===== src/rtl/if_stage.sv =====
// rtl/if_stage.sv - instruction fetch stage with req/ack memory port and IF/ID register
module if_stage #(
    parameter logic [31:0] RESET_PC = 32'h0000_0000,
    parameter logic [31:0] NOP_INST = 32'h0000_0000
) (
    input  logic        clk,
    input  logic        rst,
    input  logic        freeze,
    input  logic        branch_taken,
    input  logic [31:0] branch_address,
    output logic        imem_req,
    output logic [31:0] imem_addr,
    input  logic        imem_ack,
    input  logic [31:0] imem_rdata,
    output logic [31:0] pc_out,
    output logic [31:0] inst_out,
    output logic        inst_valid
);

    typedef enum logic {
        FETCH,
        HELD
    } state_t;

    state_t      state, state_nxt;
    logic [31:0] pc, pc_nxt;
    logic [31:0] pc_plus4;
    logic        redirect_pending, redirect_pending_nxt;
    logic [31:0] redirect_target, redirect_target_nxt;
    logic [31:0] held_inst, held_inst_nxt;
    logic        deliver;
    logic [31:0] deliver_pc, deliver_inst;
    logic [31:0] pc_out_nxt, inst_out_nxt;
    logic        inst_valid_nxt;

    assign pc_plus4  = pc + 32'd4;
    // Gated by rst so the port is quiet while reset is held, even though state is FETCH.
    assign imem_req  = (state == FETCH) && !rst;
    assign imem_addr = pc;

    always_ff @(posedge clk or posedge rst) begin
        if (rst) begin
            state            <= FETCH;
            pc               <= RESET_PC;
            redirect_pending <= 1'b0;
            redirect_target  <= 32'h0;
            held_inst        <= NOP_INST;
            pc_out           <= 32'h0;
            inst_out         <= NOP_INST;
            inst_valid       <= 1'b0;
        end else begin
            state            <= state_nxt;
            pc               <= pc_nxt;
            redirect_pending <= redirect_pending_nxt;
            redirect_target  <= redirect_target_nxt;
            held_inst        <= held_inst_nxt;
            pc_out           <= pc_out_nxt;
            inst_out         <= inst_out_nxt;
            inst_valid       <= inst_valid_nxt;
        end
    end

    always_comb begin
        state_nxt            = state;
        pc_nxt               = pc;
        redirect_pending_nxt = redirect_pending;
        redirect_target_nxt  = redirect_target;
        held_inst_nxt        = held_inst;
        deliver              = 1'b0;
        deliver_pc           = pc_plus4;
        deliver_inst         = imem_rdata;

        case (state)
            FETCH: begin
                if (imem_ack) begin
                    if (branch_taken || redirect_pending) begin
                        // Word belongs to the wrong path; drop it and jump.
                        pc_nxt               = branch_taken ? branch_address : redirect_target;
                        redirect_pending_nxt = 1'b0;
                    end else if (!freeze) begin
                        deliver = 1'b1;
                        pc_nxt  = pc_plus4;
                    end else begin
                        // pc already advances, so in HELD the buffered word's pc+4 is pc itself.
                        held_inst_nxt = imem_rdata;
                        pc_nxt        = pc_plus4;
                        state_nxt     = HELD;
                    end
                end else if (branch_taken) begin
                    redirect_pending_nxt = 1'b1;
                    redirect_target_nxt  = branch_address;
                end
            end
            HELD: begin
                if (branch_taken) begin
                    pc_nxt    = branch_address;
                    state_nxt = FETCH;
                end else if (!freeze) begin
                    deliver      = 1'b1;
                    deliver_pc   = pc;
                    deliver_inst = held_inst;
                    state_nxt    = FETCH;
                end
            end
            default: state_nxt = FETCH;
        endcase
    end

    always_comb begin
        pc_out_nxt     = 32'h0;
        inst_out_nxt   = NOP_INST;
        inst_valid_nxt = 1'b0;
        if (branch_taken) begin
            pc_out_nxt     = 32'h0;
            inst_out_nxt   = NOP_INST;
            inst_valid_nxt = 1'b0;
        end else if (freeze) begin
            pc_out_nxt     = pc_out;
            inst_out_nxt   = inst_out;
            inst_valid_nxt = inst_valid;
        end else if (deliver) begin
            pc_out_nxt     = deliver_pc;
            inst_out_nxt   = deliver_inst;
            inst_valid_nxt = 1'b1;
        end
    end

endmodule


===== config.mk =====
export PLATFORM = sky130hd
export DESIGN_NAME = if_stage
export DESIGN_NICKNAME = d
export VERILOG_FILES = /design/src/rtl/if_stage.sv
export SDC_FILE = /design/constraint.sdc
export NUM_CORES = 1
export LEC_CHECK = 0
export CAP_MARGIN = 20
export CORE_MARGIN = 4
export CORE_UTILIZATION = 52
export DETAILED_ROUTE_END_ITERATION = 16
export PLACE_DENSITY = 0.82
export SETUP_SLACK_MARGIN = 0.15
export SYNTH_ARGS = -nofsm -noshare
export SYNTH_HDL_FRONTEND = slang
export SYNTH_SLANG_ARGS = --single-unit
export TNS_END_PERCENT = 1

===== constraint.sdc =====
create_clock -name clk -period 7 [get_ports clk]
set_input_delay 0.7 -clock clk [delete_from_list [all_inputs] [get_ports clk]]
set_output_delay 0.7 -clock clk [all_outputs]
set_load 0.05 [all_outputs]

==> reports/qor.csv, run 1 <==
stage,metric,value,unit
drt,routed vias/inst,5.80,
setup_path,crit-path max cell delay,0.81,ns
timing,"Setup violations, final",0,
logic_synthesis,Synth flops,163,
floorplanning,Pre-Place Util,53.7,%
power_and_ir_drop,Seq pwr share,40.6,%
final_layout,Layout Area Growth over Synthesis,30.9,%
logic_synthesis,Cells after Synth,805,
setup_path,"CP delay by family, top",buffers and inverters,
flow_run,OpenROAD warnings,26,
outcome,status,finished clean,
setup_path,Worst R2R Setup Slack,4.25,ns
logic_synthesis,simple share,14.1,%
clocking,CTS tree,done,
worst_hold_path,Hold Crit Endpoint,inst_out[0],
drt,met3 WL,1510,um
setup_path,CP bufs+invs,2,
clocking,post-cts resize count,0,
flow_run,Max Cap Viol,0,
worst_hold_path,worst hold path depth,2,
floorplanning,Ports,167,
clocking,CTS max path bufs,2,
timing,final tally of max-slew violations,0,
clocking,Inserted Clock Buffers,17,
drt,Metal-1 WL,9410,um
clocking,post-CTS setup buffers,0,
timing,Hold Fails Final Rpt,0,
global_routing,first-pass GRT wire length,33900,um
drt,met2 routed WL,9890,um
logic_synthesis,yosys stat chip area,7920,um2
drt,Iter 0 DRT Violations,509,
logic_synthesis,xor+xnor area frac,2.99,%
global_routing,met3 Use GR,4.28,%
logic_synthesis,Mapped Nets,875,
clocking,clock sink count,163,
power_and_ir_drop,Comb power frac,26.1,%
setup_path,FF-to-FF End,imem_addr[31],
final_layout,Nets,1015,
global_routing,met1 Resource Use GR,34.6,%
logic_synthesis,compound-cell area share of the yosys netlist,13.9,%
logic_synthesis,Synth logic family,simple AND/OR/NAND/NOR gates,
logic_synthesis,Post-synth EDFFs,0,
logic_synthesis,syn_area_per_cell,9.84,um2
logic_synthesis,cell accounting for the most synthesized area,dfrtp_1,
logic_synthesis,most used flip-flop cell,dfrtp_1,
placed_design,post-DP HPWL,14700,um
clocking,CTS Hold Buffers Added,0,
power_and_ir_drop,Sw Ratio,34.0,%
power_and_ir_drop,PD cells,294,nW/um2
power_and_ir_drop,internal power,0.00201,W
logic_synthesis,Post-synth seq share,51.5,%
placed_design,GPL Wtd Cong,0.910,
final_layout,filler cell count,1102,
logic_synthesis,synth warn,0,
global_routing,most crowded layer after global routing,met2,
setup_path,Reg2Reg Depth,5,
global_routing,largest net degree at the start of global routing,85,
power_and_ir_drop,Net Sw Power,0.00104,W
power_and_ir_drop,Leak Pwr,4.25,nW
logic_synthesis,Mapped Area,7920,um2
timing,worst slew pin tran,1.02,ns
clocking,clock edge transition at the registers on the reported setup and hold paths,0.06,ns
timing,RSZ-0062 raised after global routing,no,
drt,DR pass1 iterations,5,
setup_path,Setup crit end kind,output port,
final_layout,layout cells sized above 1,12.2,%
logic_synthesis,share of the synthesized area in the top cell type,51.5,%
logic_synthesis,MUX area fraction,13.7,%
drt,Routed Antenna Nets,0,
clocking,Root Driver,clkbuf_16,
setup_path,slowest CP cell,dfrtp_2,
timing,Max Clk Rate,294,MHz
logic_synthesis,post-synthesis cell type count,44,
setup_path,crit-path cells,"buf_4, nor2_1, clkdlybuf4s50_1",
setup_path,CP arrival,2.70,ns
placed_design,Port Buf Inserts,166,
final_layout,number of diodes,0,
timing,crit path time final,3.40,ns
global_routing,met2 Resource Use GR,37.2,%
logic_synthesis,ys async rst share,100,%
timing,clock skew,0.00881,ns
setup_path,kind of critical path,register to output port,
logic_synthesis,top cells by area,"dfrtp_1 51%, mux2_2 9.2%, o21ai_0 6.0%, nand2_1 5.6%, mux2i_1 4.4%",
global_routing,Overflow after GRT,0,
timing,Final period util,48.5,%
final_layout,most instantiated logic cell after routing,clkdlybuf4s50_1,
worst_hold_path,min-delay worst type,register to register,
global_routing,initial antenna violation count,0,
floorplanning,Die ar.,17300,um2
timing,setup TNS,0,ns
logic_synthesis,Yosys Instances,805,
power_and_ir_drop,"Power, Total",0.00305,W
final_layout,Top cells excl fill/tap,"166 x clkdlybuf4s50_1, 162 x dfrtp_1, 119 x nand2_1",
setup_path,Reg-to-Reg Start,imem_addr[11],
setup_path,Startpoint Class,register,
worst_hold_path,worst hold path startpoint,inst_out[0],
drt,max layer used,met4,
drt,# DRC,0,
clocking,H-tree levels,4,
timing,Worst slew margin,31.9,%
setup_path,crit-path max FO,35,
logic_synthesis,Post-Synth Adder-Cell Area,0.158,%
global_routing,vias in the first global route,6323,
setup_path,crit path DRT,6.30,ns
[run 1: layout make-up]
type	count	area [um2]	area share [%]
flip-flops and latches	163	4080	39.4
multi-input cells	565	3560	34.4
repair buffers	177	1760	17.0
clock buffers	17	425	4.10
well taps	184	230	2.22
clock inverters	15	220	2.12
inverters	21	83.8	0.808
[run 1: worst max path at each step]
| stage | from | to | cells past startpoint |
|---|---|---|---|
| after CTS | state | imem_req | 3 |
| after detailed placement | branch_taken | held_inst[28] | 6 |
| final | state | imem_req | 3 |
| after global routing | state | imem_req | 3 |
| after global placement | branch_taken | held_inst[28] | 6 |
| after floorplan | rst | held_inst[0] | 1 |
[run 1: power groups by stage]
stage               logic, W  registers, W  clock network (W)
floorplan           0.000331       0.00141                  0
global placement    0.000767       0.00124                  0
detailed placement  0.000782       0.00125                  0
CTS                 0.000787       0.00124            0.00103
global route        0.000844       0.00125            0.00107
finish              0.000794       0.00124            0.00101
[run 1: synth_stat cells (all sizes together), types with 4 or more instances]
cell type and count:
a21o 5, a21oi 53, a2bb2oi 5, and2 4, and3 7, and4 4
buf 7, clkbuf 49, dfrtp 163, inv 20, mux2 65, mux2i 35
nand2 119, nand3 20, nand4 13, nor2 44, nor2b 4, nor3 9
nor4 11, o21ai 99, o2bb2a 9, o2bb2ai 4, or3 4, xnor2 22
xor2 5
[run 1: through the flow]
stage | instance area, um2 | util (%) | setup slack, ns | cells | hold WS, ns
2_1_floorplan | 7920 | - | 1.90 | 805 | 0.471
4_1_cts | 10300 | 70.1 | 3.60 | 1141 | 0.485
5_1_grt | 10400 | 70.3 | 3.50 | 1142 | 0.511
6_report | 10400 | 70.3 | 3.60 | 1142 | 0.477
3_5_place_dp | 9700 | 65.7 | 3.58 | 1109 | 0.469
3_3_place_gp | 9700 | 65.7 | 3.63 | 1109 | 0.461
Fig. 1: run 1, supply network
Bar = 50 um. Pins as bars on the die edge. Tap cells in gray.
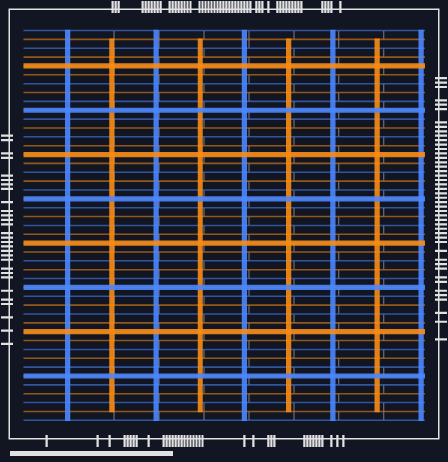
Key: orange = VDD; blue = VSS
167 signal pins sit on the boundary. 45 met1 rails follow the rows.
Peak supply drop: 0.000177 V
Die W: 131 um
core area: 14800 um2

Fig. 2: run 1, placed cells, one color a class
Bar = 50 um.
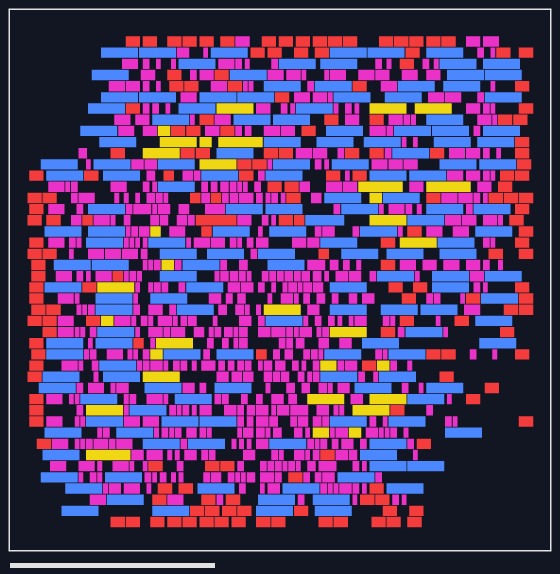
Key: yellow = clock drivers and dummy loads [cells 32]; red = other buffers and delay cells [cells 177]; blue = flops [cells 163]; magenta = combinational and other logic [cells 586]
row count: 44
Finished Cell Area: 10400 um2
post-layout util: 70.3%
fraction of area in registers: 39.4%

Fig. 3: run 1, routed clock nets over the placement
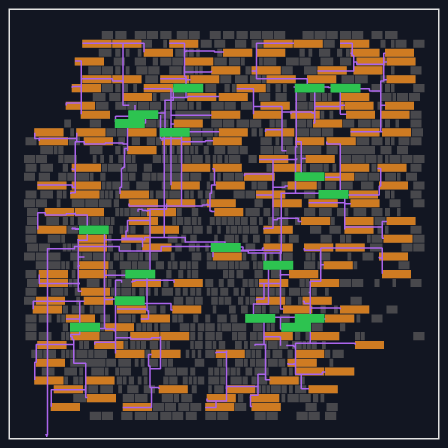
Key: orange = flip-flops [count 163]; green = clock drivers [count 17]; purple = clock wires [length 1870 um]
There are 18 routed clock nets.
clock share of power: 33.3%
worst skew pair latency: 0.42 ns

Fig. 4: run 1, routed metal, one color a layer
Bar = 50 um. Only two layers are drawn.
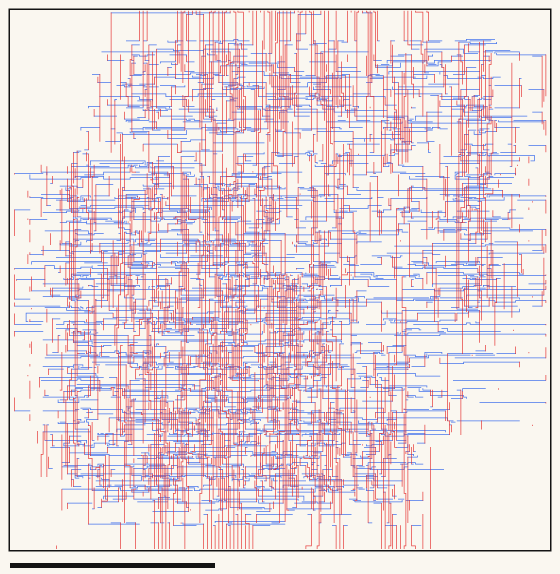
Key: red = metal 2 [wire length 9890 um]; blue = metal 1 [wire length 9410 um]
DR WL/cell: 18.7 um
drt total wl: 21400 um
Vias: 6624
gr usage total: 24.3%

Fig. 5: run 1, placed standard cells
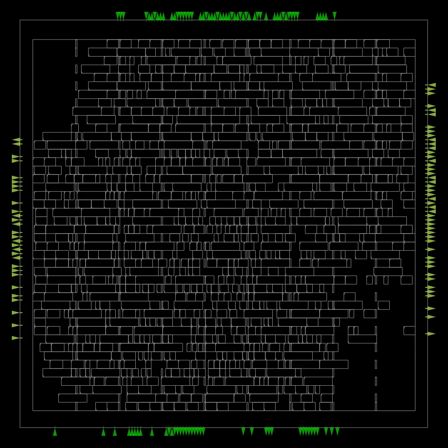

==> run 1 -> run 2 <==
- CORE_UTILIZATION: 52 -> 47
- PLACE_DENSITY: 0.82 -> 0.78
- clock period: 7 -> 3 ns (I/O delays scaled with it)
Fig. 6: run 2, placed standard cells
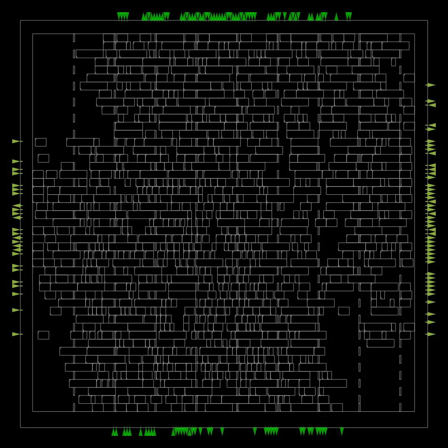
post-layout util: 63.2%
filler cell count: 1340
fraction of area in registers: 39.1%
core area: 16500 um2
row count: 47

Fig. 7: run 2, routed clock nets over the placement
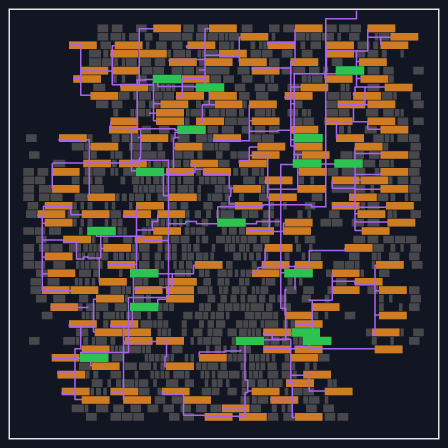
clock-net power: 0.00221 W
clock skew: 0.00724 ns
clock share of power: 31.8%
worst skew pair latency: 0.44 ns

Fig. 8: run 2, supply network
Bar = 50 um. Pins as bars on the die edge. Tap cells in gray.
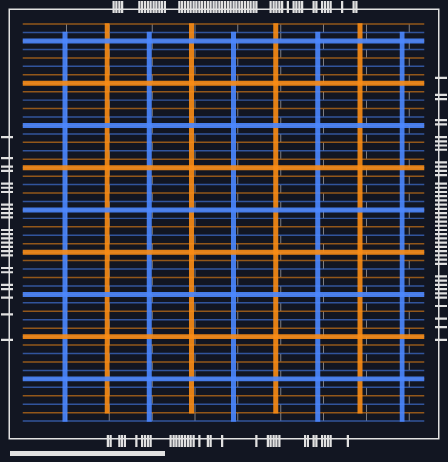
Key: orange = VDD; blue = VSS
220 tap cells. 48 met1 rails follow the rows. The core has 47 rows.
Peak supply drop: 0.000475 V
chip height: 138 um
Die W: 138 um

==> reports/qor.csv, run 2 <==
stage,metric,value,unit,change
logic_synthesis,cell with the most instances after synthesis,dfrtp_1,,unchanged
setup_path,Setup crit end kind,register,,was output port
timing,Worst slew margin,42.4,%,was 31.9%
outcome,status,finished clean,,unchanged
timing,RSZ-0062 raised after global routing,no,,unchanged
final_layout,most instantiated logic cell after routing,clkdlybuf4s50_1,,unchanged
clocking,Root Driver,clkbuf_16,,unchanged
logic_synthesis,top cells by area,"dfrtp_1 51%, mux2_2 9.2%, o21ai_0 6.0%, nand2_1 5.6%, mux2i_1 4.4%",,unchanged
placed_design,GPL Wtd Cong,0.937,,was 0.910
logic_synthesis,Cells after Synth,805,,unchanged
setup_path,CP bufs+invs,1,,was 2
flow_run,Max Cap Viol,0,,unchanged
clocking,CTS Hold Buffers Added,0,,unchanged
drt,routed vias/inst,5.64,,was 5.80
clocking,CTS tree,done,,unchanged
logic_synthesis,post-synthesis cell type count,44,,unchanged
global_routing,largest net degree at the start of global routing,100,,was 85
placed_design,Port Buf Inserts,166,,unchanged
global_routing,first-pass GRT wire length,34700,um,was 33900 um
drt,Routed Antenna Nets,0,,unchanged
logic_synthesis,most used flip-flop cell,dfrtp_1,,unchanged
logic_synthesis,Synth flops,163,,unchanged
final_layout,Layout Area Growth over Synthesis,31.9,%,was 30.9%
power_and_ir_drop,internal power,0.00453,W,was 0.00201 W
drt,# DRC,0,,unchanged
drt,DR pass1 iterations,5,,unchanged
setup_path,crit-path cells,"ha_1, nand4_1, nor4_1, buf_4, and3_1, a21oi_1, o2bb2a_1",,"was buf_4, nor2_1, clkdlybuf4s50_1"
power_and_ir_drop,Comb power frac,27.1,%,was 26.1%
final_layout,Top cells excl fill/tap,"166 x clkdlybuf4s50_1, 162 x dfrtp_1, 119 x nand2_1",,unchanged
power_and_ir_drop,Sw Ratio,35.0,%,was 34.0%
final_layout,Finished Cell Area,10400,um2,about the same
floorplanning,Ports,167,,unchanged
clocking,post-CTS setup buffers,0,,unchanged
logic_synthesis,cell accounting for the most synthesized area,dfrtp_1,,unchanged
setup_path,CP arrival,2.69,ns,was 2.70 ns
setup_path,crit-path max FO,11,,was 35
drt,Metal-1 WL,9740,um,was 9410 um
placed_design,Inst Count DP,1156,,was 1109
drt,Vias,6702,,was 6624
setup_path,crit path DRT,3.32,ns,was 6.30 ns
setup_path,Startpoint Class,register,,unchanged
timing,Hold Fails Final Rpt,0,,unchanged
clocking,CTS max path bufs,2,,unchanged
power_and_ir_drop,Net Sw Power,0.00244,W,was 0.00104 W
placed_design,post-DP HPWL,15300,um,was 14700 um
setup_path,kind of critical path,register to register,,was register to output port
power_and_ir_drop,PD cells,667,nW/um2,was 294 nW/um2
logic_synthesis,Post-synth EDFFs,0,,unchanged
drt,drt total wl,21900,um,was 21400 um
floorplanning,Die ar.,19000,um2,was 17300 um2
logic_synthesis,Yosys Instances,805,,unchanged
logic_synthesis,synth warn,0,,unchanged
global_routing,vias in the first global route,6455,,was 6323
power_and_ir_drop,Leak Pwr,4.27,nW,was 4.25 nW
final_layout,number of diodes,0,,unchanged
setup_path,crit-path max cell delay,0.52,ns,was 0.81 ns
timing,worst slew pin tran,0.864,ns,was 1.02 ns
clocking,post-cts resize count,0,,unchanged
timing,Min Hold Slack,0.401,ns,was 0.477 ns
clocking,Inserted Clock Buffers,17,,unchanged
logic_synthesis,Mapped Nets,875,,unchanged
drt,Iter 0 DRT Violations,530,,was 509
final_layout,layout cells sized above 1,13.2,%,was 12.2%
-- run 2: cell type report --
class	instances	area, um2	area share [%]
clock buffers	17	425	4.07
inverters	21	82.6	0.790
repair buffers	187	1840	17.7
well taps	220	275	2.63
flip-flops and latches	163	4080	39.1
multi-input cells	565	3570	34.1
clock inverters	15	174	1.66
-- run 2: path summary, 6_finish.rpt --
kind,start,endpoint,slack (ns)
worst max register to register,imem_addr[3],imem_addr[26],0.63
max in group asynchronous,rst,state,1.86
worst max-delay path,imem_addr[3],imem_addr[26],0.63
min in group clk,inst_out[26],inst_out[26],0.48
worst min register to register,inst_out[26],inst_out[26],0.48
worst min-delay path,rst,inst_out[4],0.40
-- run 2: cell families (layout without fill, tap and decap cells) --
| family | Yosys count | in the layout | share of synthesized area, % |
|---|---|---|---|
| simple gates | 245 | 245 | 14.1 |
| compound gates | 192 | 192 | 13.9 |
| flops | 163 | 163 | 51.5 |
| mux | 100 | 100 | 13.7 |
| buf+inv | 77 | 240 | 3.71 |
| xor+xnor | 27 | 27 | 2.99 |
| fa+ha+maj | 1 | 1 | 0.158 |
-- run 2: layer usage --
metal  global-route usage, %  up-vias
met3                    4.27       43
met2                    35.7      278
met4                    8.89        0
met5                       0        -
met1                    33.7     3264
li1                        -     3117
-- run 2: power groups by stage --
stage / clock, W / combinational [W] / sequential [W]
after floorplan: 0 / 0.000772 / 0.00329
after global placement: 0 / 0.00185 / 0.00288
after detailed placement: 0 / 0.00188 / 0.00289
after CTS: 0.00225 / 0.00189 / 0.00286
after global routing: 0.00234 / 0.00202 / 0.00291
final: 0.00221 / 0.00189 / 0.00287
Fig. 9: run 2, routed metal, one color a layer
Bar = 50 um. Only two layers are drawn.
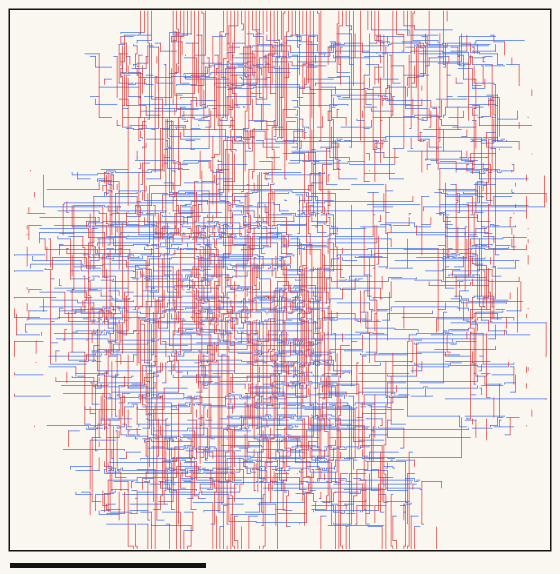

==> run 2 -> run 3 <==
- clock period: 3 -> 2.1 ns (I/O delays scaled with it)
Fig. 10: run 3, routed metal, one color a layer
Bar = 50 um. Only two layers are drawn.
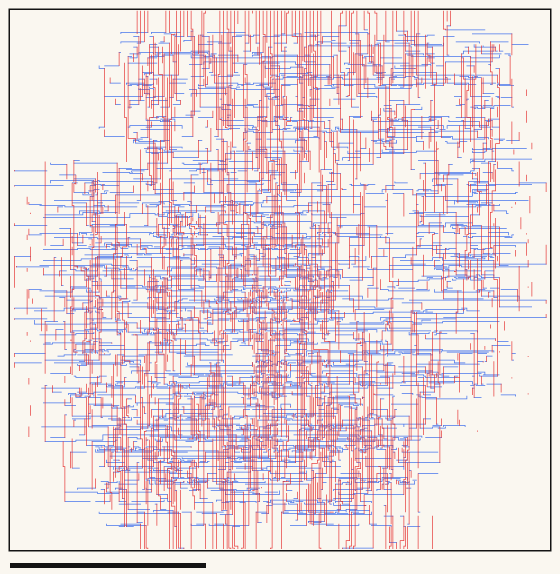
Key: red = metal 2 [wire length 10500 um]; blue = metal 1 [wire length 9590 um]

Fig. 11: run 3, routed clock nets over the placement
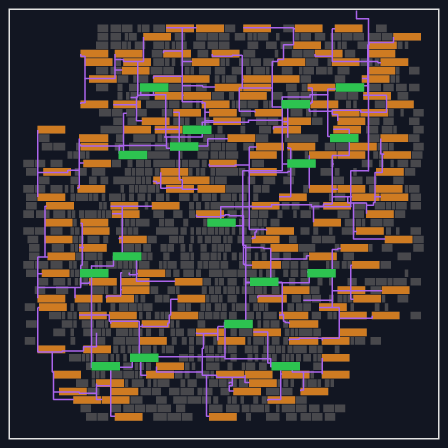
Key: purple = clock wires [length 2000 um]; orange = flip-flops [count 163]; green = clock drivers [count 17]
There are 18 routed clock nets. Position of the flops: all over the die.
clock skew: 0.00638 ns
clock share of power: 30.3%
worst skew pair latency: 0.43 ns
clock-net power: 0.00303 W

==> reports/qor.csv, run 3 <==
stage,metric,value,unit,change
floorplanning,core area,16500,um2,unchanged
global_routing,initial antenna violation count,0,,unchanged
power_and_ir_drop,Leak Pwr,4.67,nW,was 4.27 nW
clocking,CTS max path bufs,2,,unchanged
global_routing,first-pass GRT wire length,34700,um,about the same
logic_synthesis,synth warn,0,,unchanged
global_routing,most crowded layer after global routing,met2,,unchanged
logic_synthesis,cell with the most instances after synthesis,dfrtp_1,,unchanged
floorplanning,Die W,138,um,unchanged
logic_synthesis,Cells after Synth,805,,unchanged
power_and_ir_drop,PD cells,916,nW/um2,was 667 nW/um2
logic_synthesis,Post-synth seq share,51.5,%,unchanged
setup_path,Worst R2R Setup Slack,0.09,ns,was 0.63 ns
setup_path,crit path DRT,2.42,ns,was 3.32 ns
final_layout,Top cells excl fill/tap,"156 x dfrtp_1, 140 x clkdlybuf4s50_1, 119 x nand2_1",,"was 166 x clkdlybuf4s50_1, 162 x dfrtp_1, 119 x nand2_1"
floorplanning,Ports,167,,unchanged
clocking,CTS tree,done,,unchanged
timing,worst slew pin tran,0.562,ns,was 0.864 ns
floorplanning,chip height,138,um,unchanged
global_routing,gr usage total,23.5,%,about the same
logic_synthesis,Yosys Instances,805,,unchanged
clocking,post-CTS setup buffers,0,,unchanged
final_layout,post-layout util,66.2,%,was 63.2%
drt,drt total wl,22300,um,was 21900 um
timing,Min Hold Slack,0.0716,ns,was 0.401 ns
setup_path,Reg-to-Reg Start,imem_addr[2],,was imem_addr[3]
power_and_ir_drop,Peak supply drop,0.000605,V,was 0.000475 V
drt,# DRC,0,,unchanged
global_routing,met1 Resource Use GR,33.4,%,was 33.7%
final_layout,Nets,1062,,was 1025
logic_synthesis,post-synthesis cell type count,44,,unchanged
clocking,Inserted Clock Buffers,17,,unchanged
setup_path,Startpoint Class,register,,unchanged
global_routing,met2 Resource Use GR,35.9,%,was 35.7%
setup_path,FF-to-FF End,imem_addr[31],,was imem_addr[26]
placed_design,Inst Count DP,1192,,was 1156
placed_design,post-DP HPWL,15700,um,was 15300 um
power_and_ir_drop,"Power, Total",0.0100,W,was 0.00697 W
timing,Final period util,95.9,%,was 78.9%
drt,Vias,6842,,was 6702
flow_run,Max Cap Viol,0,,unchanged
logic_synthesis,Synth flops,163,,unchanged
logic_synthesis,Post-synth EDFFs,0,,unchanged
setup_path,"CP delay by family, top",simple AND/OR/NAND/NOR gates,,unchanged
logic_synthesis,cell accounting for the most synthesized area,dfrtp_1,,unchanged
outcome,status,finished clean,,unchanged
drt,Iter 0 DRT Violations,584,,was 530
timing,RSZ-0062 raised after global routing,yes,,was no
drt,routed vias/inst,5.59,,was 5.64
timing,final worst setup slack,0.0867,ns,was 0.632 ns
setup_path,Setup crit end kind,register,,unchanged
logic_synthesis,Mapped Nets,875,,unchanged
setup_path,CP endpoint,imem_addr[31],,was imem_addr[26]
final_layout,Layout Area Growth over Synthesis,38.1,%,was 31.9%
setup_path,CP arrival,2.33,ns,was 2.69 ns
clocking,CTS Hold Buffers Added,0,,unchanged
final_layout,fin cells,1225,,was 1188
logic_synthesis,syn_area_per_cell,9.84,um2,unchanged
timing,setup TNS,0,ns,unchanged
setup_path,CP bufs+invs,1,,unchanged
worst_hold_path,min-delay worst type,primary input to async pin,,unchanged
timing,Max Clk Rate,497,MHz,was 422 MHz
drt,met3 WL,1750,um,was 1430 um
timing,final tally of max-slew violations,0,,unchanged
setup_path,crit-path max FO,5,,was 11
placed_design,Port Buf Inserts,166,,unchanged
global_routing,Overflow after GRT,0,,unchanged
setup_path,Reg2Reg Depth,6,,was 7
global_routing,met3 Use GR,5.44,%,was 4.27%
drt,DR pass1 iterations,5,,unchanged
global_routing,largest net degree at the start of global routing,91,,was 100
logic_synthesis,top cells by area,"dfrtp_1 51%, mux2_2 9.2%, o21ai_0 6.0%, nand2_1 5.6%, mux2i_1 4.4%",,unchanged
timing,"Setup violations, final",0,,unchanged
drt,DR WL/cell,18.2,um,was 18.5 um
setup_path,slowest CP cell,or4_4,,was dfrtp_1
logic_synthesis,share of the synthesized area in the top cell type,51.5,%,unchanged
setup_path,Worst setup startpoint,imem_addr[2],,was imem_addr[3]
clocking,Root Driver,clkbuf_16,,unchanged
placed_design,Setup Slack @ Placement,-0.00516,ns,was 0.616 ns
floorplanning,Die ar.,19000,um2,unchanged
logic_synthesis,most used flip-flop cell,dfrtp_1,,unchanged
setup_path,kind of critical path,register to register,,unchanged
placed_design,placed cell area,10200,um2,was 9850 um2
global_routing,vias in the first global route,6599,,was 6455
final_layout,layout cells sized above 1,18.5,%,was 13.2%
logic_synthesis,yosys stat chip area,7920,um2,unchanged
floorplanning,Pre-Place Util,47.9,%,unchanged
final_layout,Finished Cell Area,10900,um2,was 10400 um2
timing,Hold Fails Final Rpt,0,,unchanged
timing,Worst slew margin,62.1,%,was 42.4%
clocking,clock sink count,163,,unchanged
final_layout,number of diodes,0,,unchanged
logic_synthesis,Mapped Area,7920,um2,unchanged
clocking,H-tree levels,4,,unchanged
setup_path,crit-path max cell delay,0.49,ns,was 0.52 ns
final_layout,most instantiated logic cell after routing,dfrtp_1,,was clkdlybuf4s50_1
logic_synthesis,commonest cells in the netlist,"163 x dfrtp_1, 119 x nand2_1, 95 x o21ai_0",,unchanged
floorplanning,row count,47,,unchanged
clocking,clock edge transition at the registers on the reported setup and hold paths,0.07,ns,about the same
flow_run,OpenROAD warnings,29,,was 26
setup_path,Worst path depth,6,,was 7
drt,max layer used,met4,,unchanged
setup_path,crit-path cells,"buf_4, nand3_1, or4_4, or3_1, a21o_1, a22o_1",,"was ha_1, nand4_1, nor4_1, buf_4, and3_1, a21oi_1, o2bb2a_1"
drt,Routed Antenna Nets,0,,unchanged
drt,Metal-1 WL,9590,um,was 9740 um
timing,crit path time final,2.01,ns,was 2.37 ns
logic_synthesis,ys async rst share,100,%,unchanged
placed_design,GPL Wtd Cong,0.907,,was 0.937
drt,met2 routed WL,10500,um,was 10300 um
Fig. 12: run 3, supply network
Bar = 50 um. Pins as bars on the die edge. Tap cells in gray.
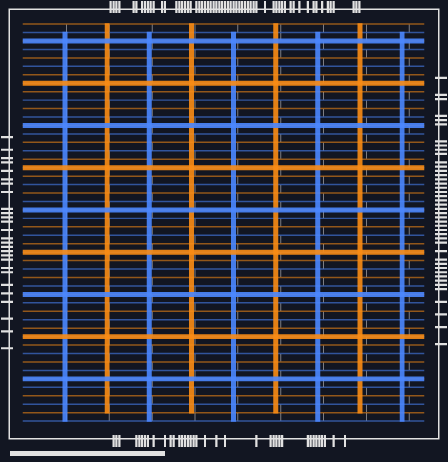
Key: blue = VSS; orange = VDD
220 tap cells. The core has 47 rows. 9 straps on met4. 167 signal pins sit on the boundary. 9 straps on met5.

## run 3: cell count changes in the layout (fill, tap and decap cells not counted), sizes merged
cell,change
buf,+38
clkinv,-4
bufinv,-1
dlygate4sd2,+1
inv,+2
clkbuf,+1
dlymetal6s2s,+24
clkinvlp,+2
clkdlybuf4s50,-26
## run 3: what timing repair did
action / 4_1_cts / 5_1_grt
resized: 1 / 44
pin swaps: 0 / 4
cloned: 0 / 1
setup endpoints to repair: 37 / 62
## run 3: cell families (layout without fill, tap and decap cells)
kind of cell             after synthesis  count (layout)  synth area share (%)
AND/OR/NAND/NOR                      245             245                  14.1
adder cells (fa/ha/maj)                1               1                 0.158
multiplexers                         100             100                  13.7
XOR/XNOR                              27              27                  2.99
AND-OR/OR-AND                        192             192                  13.9
flip-flops                           163             163                  51.5
buffers and inverters                 77             277                  3.71
## run 3: worst min-delay path by stage
stage                     cells past startpoint      endpoint         startpoint  slack [ns]
after detailed placement                      2  inst_out[28]       inst_out[28]        0.47
final                                         2   inst_out[0]                rst        0.07
after global placement                        2  inst_out[28]       inst_out[28]        0.46
after global routing                          2   inst_out[0]                rst        0.08
after floorplan                               2  imem_addr[3]  branch_address[3]        0.35
after CTS                                     2   inst_out[0]                rst        0.07
## run 3: report_power, final
part / internal, W / leakage (nW) / switching [W]
sequential: 0.00363 / 2.03 / 0.000362
combinational: 0.00121 / 2.38 / 0.00179
clock: 0.00166 / 0.263 / 0.00137
## run 3: cell type report
class / instances / area (um2)
timing repair buffer: 224 / 2260
inverter: 21 / 82.6
fill: 1292 / 5590
sequential: 163 / 4090
clock inverter: 14 / 140
tap: 220 / 275
clock buffer: 18 / 429
multi-input combinational: 565 / 3660
Power and IR drop assume default switching activity.
